### src/rtl/cordic_rotation.sv
// Iterative rotation-mode CORDIC: one micro-rotation per clock turns a
// 5.11 angle into its cosine and sine, also in 5.11, behind valid/ready.
module cordic_rotation #(
    parameter int WIDTH = 16,
    parameter int ITER  = 16,
    parameter int K_INV = 1244
) (
    input  logic                    clk,
    input  logic                    reset,
    input  logic                    in_valid,
    output logic                    in_ready,
    input  logic signed [WIDTH-1:0] theta_in,
    output logic                    out_valid,
    input  logic                    out_ready,
    output logic signed [WIDTH-1:0] cos_out,
    output logic signed [WIDTH-1:0] sin_out
);

    // Angles outside +-pi/2 are folded by pi and the result negated afterwards,
    // because the micro-rotations only converge within about +-1.74 rad.
    localparam logic signed [WIDTH-1:0] HALF_PI = WIDTH'(3217);
    localparam logic signed [WIDTH-1:0] PI      = WIDTH'(6434);
    localparam logic signed [WIDTH-1:0] X_INIT  = WIDTH'(K_INV);
    localparam logic [3:0]              LAST    = 4'(ITER - 1);

    typedef enum logic [1:0] {
        IDLE,
        BUSY,
        DONE
    } state_t;

    state_t                  state_q, state_d;
    logic [3:0]              count_q, count_d;
    logic signed [WIDTH-1:0] x_q, x_d;
    logic signed [WIDTH-1:0] y_q, y_d;
    logic signed [WIDTH-1:0] z_q, z_d;
    logic signed [WIDTH-1:0] cos_q, cos_d;
    logic signed [WIDTH-1:0] sin_q, sin_d;
    logic                    flip_q, flip_d;

    logic signed [WIDTH-1:0] atan_val;
    logic signed [WIDTH-1:0] x_shift, y_shift;
    logic signed [WIDTH-1:0] x_next, y_next, z_next;

    // Arctangent ROM, atan(2^-i) in 5.11; the last four entries round to zero.
    always_comb begin
        atan_val = '0;
        case (count_q)
            4'd0:    atan_val = WIDTH'(1608);
            4'd1:    atan_val = WIDTH'(950);
            4'd2:    atan_val = WIDTH'(502);
            4'd3:    atan_val = WIDTH'(255);
            4'd4:    atan_val = WIDTH'(128);
            4'd5:    atan_val = WIDTH'(64);
            4'd6:    atan_val = WIDTH'(32);
            4'd7:    atan_val = WIDTH'(16);
            4'd8:    atan_val = WIDTH'(8);
            4'd9:    atan_val = WIDTH'(4);
            4'd10:   atan_val = WIDTH'(2);
            4'd11:   atan_val = WIDTH'(1);
            default: atan_val = '0;
        endcase
    end

    // Shared shifter and adders: one micro-rotation steered by the sign of z.
    always_comb begin
        x_shift = x_q >>> count_q;
        y_shift = y_q >>> count_q;
        if (!z_q[WIDTH-1]) begin
            x_next = x_q - y_shift;
            y_next = y_q + x_shift;
            z_next = z_q - atan_val;
        end else begin
            x_next = x_q + y_shift;
            y_next = y_q - x_shift;
            z_next = z_q + atan_val;
        end
    end

    // Next-state logic: accept with pre-fold, iterate, then hold the result.
    always_comb begin
        state_d = state_q;
        count_d = '0;
        x_d     = x_q;
        y_d     = y_q;
        z_d     = z_q;
        flip_d  = flip_q;
        cos_d   = cos_q;
        sin_d   = sin_q;
        case (state_q)
            IDLE: begin
                if (in_valid) begin
                    state_d = BUSY;
                    x_d     = X_INIT;
                    y_d     = '0;
                    if (theta_in > HALF_PI) begin
                        z_d    = theta_in - PI;
                        flip_d = 1'b1;
                    end else if (theta_in < -HALF_PI) begin
                        z_d    = theta_in + PI;
                        flip_d = 1'b1;
                    end else begin
                        z_d    = theta_in;
                        flip_d = 1'b0;
                    end
                end
            end
            BUSY: begin
                count_d = count_q + 4'd1;
                x_d     = x_next;
                y_d     = y_next;
                z_d     = z_next;
                if (count_q == LAST) begin
                    state_d = DONE;
                    cos_d   = flip_q ? -x_next : x_next;
                    sin_d   = flip_q ? -y_next : y_next;
                end
            end
            DONE: begin
                if (out_ready) begin
                    state_d = IDLE;
                end
            end
            default: state_d = IDLE;
        endcase
    end

    // State and datapath registers with synchronous reset that aborts any operation.
    always_ff @(posedge clk) begin
        if (reset) begin
            state_q <= IDLE;
            count_q <= '0;
            x_q     <= '0;
            y_q     <= '0;
            z_q     <= '0;
            flip_q  <= 1'b0;
            cos_q   <= '0;
            sin_q   <= '0;
        end else begin
            state_q <= state_d;
            count_q <= count_d;
            x_q     <= x_d;
            y_q     <= y_d;
            z_q     <= z_d;
            flip_q  <= flip_d;
            cos_q   <= cos_d;
            sin_q   <= sin_d;
        end
    end

    assign in_ready  = (state_q == IDLE);
    assign out_valid = (state_q == DONE);
    assign cos_out   = cos_q;
    assign sin_out   = sin_q;

endmodule

### config.mk
export PLATFORM = sky130hd
export DESIGN_NAME = cordic_rotation
export DESIGN_NICKNAME = d
export VERILOG_FILES = /design/src/rtl/cordic_rotation.sv
export SDC_FILE = /design/constraint.sdc
export NUM_CORES = 1
export LEC_CHECK = 0
export ABC_AREA = 1
export CAP_MARGIN = 20
export CORE_MARGIN = 2
export CORE_UTILIZATION = 38
export DETAILED_ROUTE_END_ITERATION = 6
export HOLD_SLACK_MARGIN = 0.12
export PLACE_DENSITY_LB_ADDON = 0.2
export SLEW_MARGIN = 20
export SYNTH_ARGS = -nofsm -noshare
export SYNTH_HDL_FRONTEND = slang
export SYNTH_SLANG_ARGS = --single-unit
export TNS_END_PERCENT = 100
### constraint.sdc
create_clock -name clk -period 7.95 [get_ports clk]
set_clock_uncertainty 0.1 [all_clocks]
set_input_delay 1.9875 -clock clk [delete_from_list [all_inputs] [get_ports clk]]
set_output_delay 1.9875 -clock clk [all_outputs]
set_load 0.05 [all_outputs]
run_1/clk_routes.png
Scale: 3 px per µm.
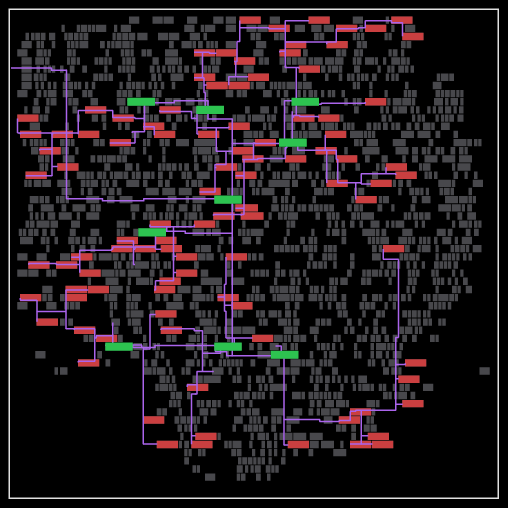
legend:
  purple:
    item: clock wires
    length: 1490 µm
  red:
    item: flip-flops
    count: 98
  green:
    item: clock drivers
    count: 9
flops lie: all over the die

run_1/placement_by_type.png
Scale: 1.5 px per µm.
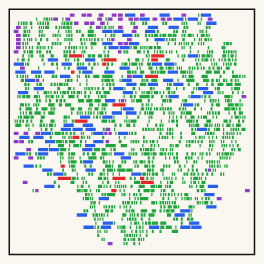
legend:
  green:
    class: combinational and other logic
    cells: 1390
  red:
    class: clock drivers and dummy loads
    cells: 16
  blue:
    class: sequential cells
    cells: 98
  purple:
    class: remaining buffers and delay cells
    cells: 62
core area: 24890 µm²
post-route cell area: 10550 µm²

run_1/clocks.png
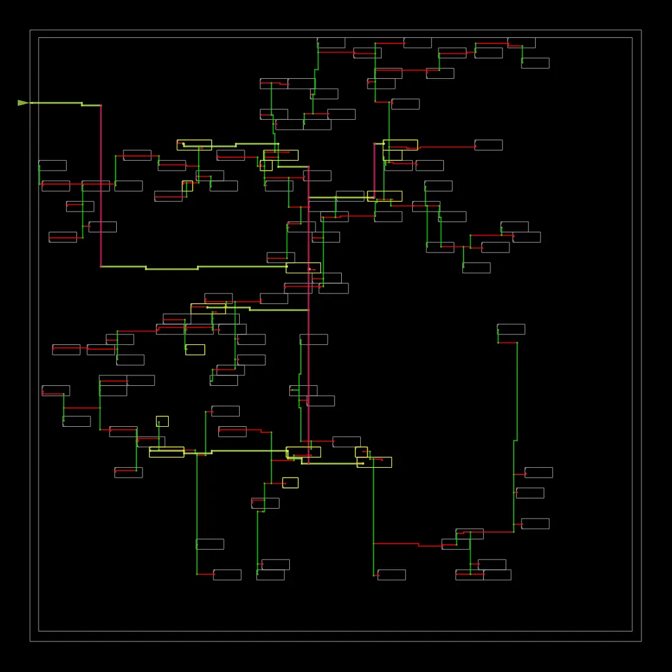
Sink Count: 98
clock network power: 0.453 mW
seq_cells: 98
Late-Pin Clk Latency: 0.36 ns

==> out/metrics.csv, run 1 <==
stage,metric,value,unit
status,status,"complete, no violations",
power,intPower,1.664,mW
placement,pre_cts_ws,2.547,ns
power,p_seq,0.635,mW
synth,synth.area.top_cells,"dfxtp_1 (21%), nand2_1 (16%), nand3_1 (9.4%)",
synth,xor_share,0.08282,
detailed_routing,top_layer,met4,
finish,fin_nets,1646,
finish,n_clock_buffer,11,
placement,io_buffers,53,
detailed_routing,wl_met2,13.66,mm
setup_path,worstPathRequired,8.12,ns
finish,comb_area_frac,0.6278,
finish,clk_share,0.02823,
finish,drive_above_1_share,0.05492,
synth,async_flop_share,0,
clock_network,h-tree-depth,3,
synth,syn-instance-count,1553,
detailed_routing,drc,0,
synth,ys_sh_simple,0.3440,
min_path,min_to,z_q[0],
finish,top_area_cell_class,combinational gates,
placement,dp_hpwl,22.84,mm
run,maxCapViolCount,0,
min_path,hp-start,z_q[0],
floorplan,die_y,162.5,µm
grt,grt_use_total,0.2263,
finish,logic_area,6621,µm²
detailed_routing,wl_met3,1.028,mm
synth,ys_cells,1553,
detailed_routing,wirelength,29.70,mm
setup_path,timing_worst_setup_path_type,reg -> reg,
synth,synth-edff-count,0,
detailed_routing,ant_nets,0,
power,top_power_group,combinational logic,
finish,num-nonclk-inverters,174,
synth,yosys_warnings,0,
detailed_routing,drt_iter0_drc,677,
clock_network,cts_max_path_buffers,2,
placement,dpl.cell_count,1880,
timing,tightest_slew,1.083,ns
synth,synth-adder-area-share,0.08754,
detailed_routing,drtPass1Iterations,5,
power,leakagePower,5.176,nW
grt,grt_max_degree,59,
synth,top_area_cell,dfxtp_1,
timing,layout_setup_ws,2.601,ns
finish,buffer_area_frac,0.05670,
finish,final-seq-area,1964,µm²
power,pwr-share-clk,0.121,
setup_path,cp-start-kind,flip-flop,
setup_path,cp-endpoint,cos_out[14],
setup_path,regToRegSetupSlack,2.60,ns
finish,logic_gates,1216,
setup_path,cp.buffers_inverters,4,
setup_path,path_max_fanout,49,
synth,ys_chip_area,9548,µm²
setup_path,rr_worst_depth,32,
timing,clock.fmax,0.1870,GHz
detailed_routing,wl_per_cell,15.66,µm
synth,synthMuxAreaShare,0,
finish,antennaDiodeCount,0,
clock_network,postCtsSetupRepairBufs,0,
detailed_routing,wl_met1,14.25,mm
power,peakVddDrop,0.0001850,V
power,pwr-share-seq,0.170,
grt,grt_pass1_wl,48.03,mm
run,warning_count,36,
grt,overflow,0,
power,p_total,3.734,mW
synth,synth_seq_share,0.2055,
run_1/layer_met3.png
Scale: 2 px per µm. Cells faint in the background.
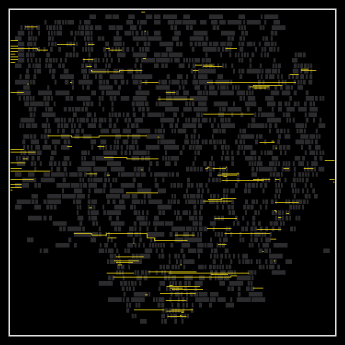

--- run 2 (diff from run 1) ---
==> constraint.sdc (replaced) <==
create_clock -name clk -period 4.73 [get_ports clk]
set_clock_uncertainty 0.1 [all_clocks]
set_input_delay 1.1825 -clock clk [delete_from_list [all_inputs] [get_ports clk]]
set_output_delay 1.1825 -clock clk [all_outputs]
set_load 0.05 [all_outputs]
run_2/layer_met3.png
Scale: 2 px per µm. Cells faint in the background.
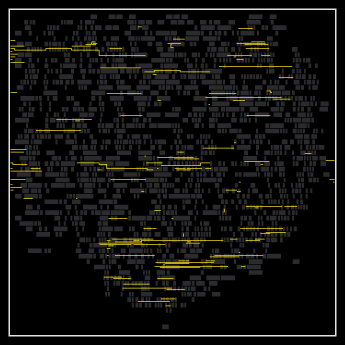
share of all routed wire: 4.2%
nets with wire on the layer: 104
main direction: horizontal
longest straight run: 40.7 µm
DR vias: 10053
Routed Wire Length: 29.40 mm
met3 Usage GRT: 0.02648

run_2/clocks.png
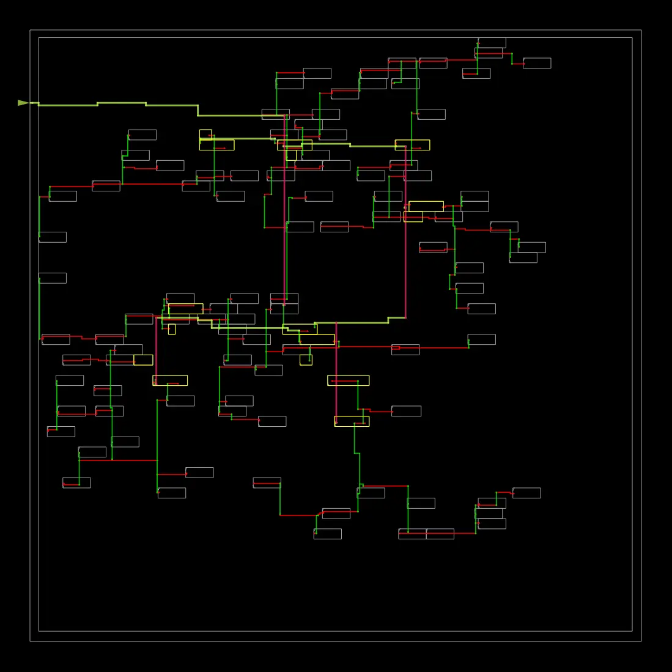
CLK BUF: 11
Num CTS Buffers: 9
clock network power: 0.794 mW

==> out/metrics.csv, run 2 <==
stage,metric,value,unit,change
grt,grt_pass1_wl,47.29,mm,was 48.03 mm
min_path,min_to,z_q[0],,unchanged
clock_network,h-tree-depth,3,,unchanged
detailed_routing,wl_met2,13.23,mm,was 13.66 mm
setup_path,timing_worst_setup_path_type,reg -> reg,,unchanged
placement,dpl.cell_count,1894,,was 1880
detailed_routing,wl_met3,1.223,mm,was 1.028 mm
power,p_total,6.460,mW,was 3.734 mW
min_path,hp-start,z_q[0],,unchanged
detailed_routing,drtPass1Iterations,5,,unchanged
synth,ys_sh_simple,0.3440,,unchanged
synth,ys_cells,1553,,unchanged
setup_path,regToRegSetupSlack,0.23,ns,was 2.60 ns
finish,drive_above_1_share,0.06452,,was 0.05492
synth,synth-adder-area-share,0.08754,,unchanged
detailed_routing,wl_per_cell,15.38,µm,was 15.66 µm
timing,clock.fmax,0.2224,GHz,was 0.1870 GHz
power,peakVddDrop,0.0004238,V,was 0.0001850 V
detailed_routing,drc,0,,unchanged
status,status,"complete, no violations",,unchanged
floorplan,die_y,162.5,µm,unchanged
finish,stdcell_area,10710,µm²,was 10550 µm²
detailed_routing,ant_nets,0,,unchanged
synth,xor_share,0.08282,,unchanged
setup_path,worstPathRequired,4.86,ns,was 8.12 ns
synth,synthMuxAreaShare,0,,unchanged
run,maxCapViolCount,0,,unchanged
synth,async_flop_share,0,,unchanged
floorplan,core_area,24890,µm²,unchanged
finish,antennaDiodeCount,0,,unchanged
timing,layout_setup_ws,0.2336,ns,was 2.601 ns
finish,top_area_cell_class,combinational gates,,unchanged
finish,fin_nets,1661,,was 1646
clock_network,clock.latency.late_pin,0.36,ns,about the same
finish,seq_cells,98,,unchanged
detailed_routing,drt_iter0_drc,805,,was 677
finish,logic_gates,1216,,unchanged
synth,yosys_warnings,0,,unchanged
clock_network,postCtsSetupRepairBufs,0,,unchanged
synth,synth_seq_share,0.2055,,unchanged
finish,buffer_area_frac,0.06790,,was 0.05670
power,leakagePower,5.269,nW,was 5.176 nW
Power figures rest on the tool's default switching activity, not on a simulated workload.
